Design sap1_datapath, sky130hd; sources not shown.
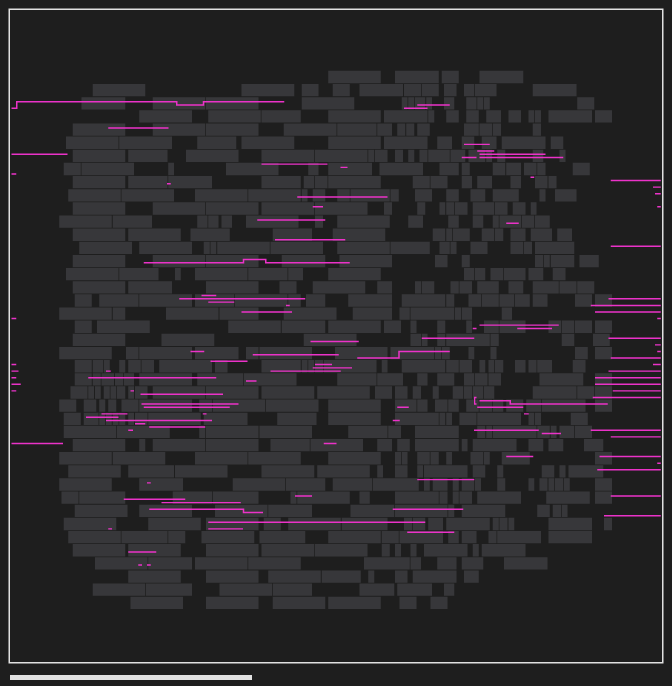
**Above:** the metal 3 layer.
Scale bar: 50 um. Cells faint in the background.
The wires run mostly horizontal. The longest straight run is 44.6 um. 80 nets have wire on it.
met3 GRT Util: 0.0497
vias post-DR: 4468

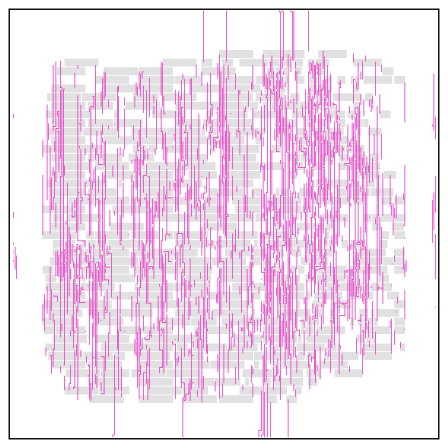
**Above:** M2 wires.
Cells faint in the background.
The wires run mostly vertical. The layer holds 51% of the routed length. 516 nets have wire on it. The longest straight run is 67.7 um. The layer carries 8410 um of wire.
total wire length: 16600 um
met2 global-route usage: 0.319

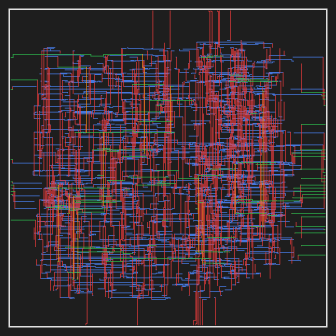
**Above:** wiring by layer.
Key: M1 = blue [wire length 6870 um]; M3 = green [wire length 982 um]; M2 = red [wire length 8410 um]; M4 = orange [wire length 380 um]
GRT Total Usage: 0.192
drt wl/cell: 22.7 um

==> impl_metrics.ini <==
; implementation run metrics
[status]
outcome = completed

[logic_synthesis]
yosys_most_used_dff = edfxtp_1
fp_nets = 509
yosys_warnings = 0
yosysSeqAreaShare = 0.650
avgSynthCellArea_um2 = 15.4

[final_timing]
max_freq_mhz = 247
setup_viol = 0
tightest_slew_ns = 1.12
fin_crit_ns = 4.05

[worst_setup_path]
crit_cells = 7
slowest_stage = or4b_2

[clock_tree]
clk_pin_slew_ns = 0.06
clockRootBuffer = clkbuf_16
cts_max_level = 4
cts_buffer_depth = 2
cts_resized = 5

[placement]
port_buffers = 50

[worst_hold_path]
hold_depth = 2

[floorplanning]
chip_area_um2 = 18200

[pwr]
p_leak_nw = 3.14
finalPower_mw = 3.93

[final_layout]
syn2layout_area_growth_pct = 20.3

[run]
maxCapViolations = 0
cells in the mapped netlist (all sizes together), types with 2 or more instances:
| cell type | instances | share of area |
|---|---|---|
| nand4 | 4 | 0.0034 |
| buf | 16 | 0.018 |
| a311o | 2 | 0.0028 |
| nor3 | 10 | 0.0069 |
| a221oi | 2 | 0.0024 |
| edfxtp | 128 | 0.53 |
| clkbuf | 12 | 0.0071 |
| nand3b | 3 | 0.0031 |
| nor3b | 2 | 0.0021 |
| nand3 | 9 | 0.0062 |
| inv | 12 | 0.0062 |
| ha | 8 | 0.014 |
| o21ai | 16 | 0.011 |
| o22ai | 5 | 0.0052 |
| mux2i | 7 | 0.0096 |
| mux4 | 35 | 0.11 |
| o31ai | 8 | 0.0083 |
| nor2b | 6 | 0.0052 |
| dfrtp | 35 | 0.12 |
| or2b | 2 | 0.0021 |
| nand2 | 35 | 0.018 |
| xnor2 | 5 | 0.0060 |
| a31oi | 8 | 0.0069 |
| and3 | 2 | 0.0017 |
| nand2b | 7 | 0.0060 |
| a21o | 3 | 0.0031 |
| and2 | 2 | 0.0017 |
| nor4 | 2 | 0.0017 |
| a22oi | 2 | 0.0021 |
| a22o | 3 | 0.0036 |
| mux2 | 2 | 0.0031 |
| nor2 | 33 | 0.017 |
| xor2 | 11 | 0.013 |
| a21oi | 12 | 0.0083 |
worst reg2reg max path, stage by stage, from the launching register on:
cell and delay (ns):
dfrtp_2 0.64, buf_4 0.31, mux4_2 0.53, a211oi_1 0.25, a2111o_1 0.16, nand4_1 0.18, buf_4 0.20, a22o_1 0.19
kinds of logic (layout without fill, tap and decap cells):
logic type,count (synthesis),after routing,share of synthesized area
flip-flops,163,163,0.650
AND/OR/NAND/NOR,125,125,0.0846
AND-OR/OR-AND,75,75,0.0724
multiplexers,44,44,0.125
buffers and inverters,41,130,0.0319
XOR/XNOR,16,16,0.0193
adder cells (fa/ha/maj),9,9,0.0165
final cells by class:
class	instances	area, um2
timing repair buffer	85	776
fill	857	4030
multi-input combinational	269	2360
inverter	13	48.8
clock inverter	15	191
clock buffer	17	425
sequential	163	4720
tap	172	215
through the flow:
| step | instance area [um2] | worst slack [ns] | cells | hold WS [ns] | utilization |
|---|---|---|---|---|---|
| floorplan | 7260 | 0.301 | 473 | 0.250 | - |
| global placement | 8060 | 0.0716 | 700 | 0.267 | 0.631 |
| detailed placement | 8060 | 0.0290 | 700 | 0.274 | 0.631 |
| CTS | 8700 | 0.294 | 732 | 0.288 | 0.681 |
| global route | 8740 | 0.307 | 734 | 0.304 | 0.684 |
| finish | 8740 | 0.446 | 734 | 0.283 | 0.684 |
routing by layer:
layer | GRT usage | vias up | share of wire | wire length [um]
li1 | - | 2009 | - | -
met1 | 0.234 | 2263 | 0.41 | 6870
met4 | 0.0756 | 0 | 0.023 | 380
met2 | 0.319 | 165 | 0.51 | 8410
met3 | 0.0497 | 31 | 0.059 | 982
met5 | 0 | - | 0 | 0
power by group:
group | switching (mW) | internal (mW)
Combinational | 0.376 | 0.312
Clock | 0.567 | 0.921
Sequential | 0.0684 | 1.69
Power and IR drop assume default switching activity.
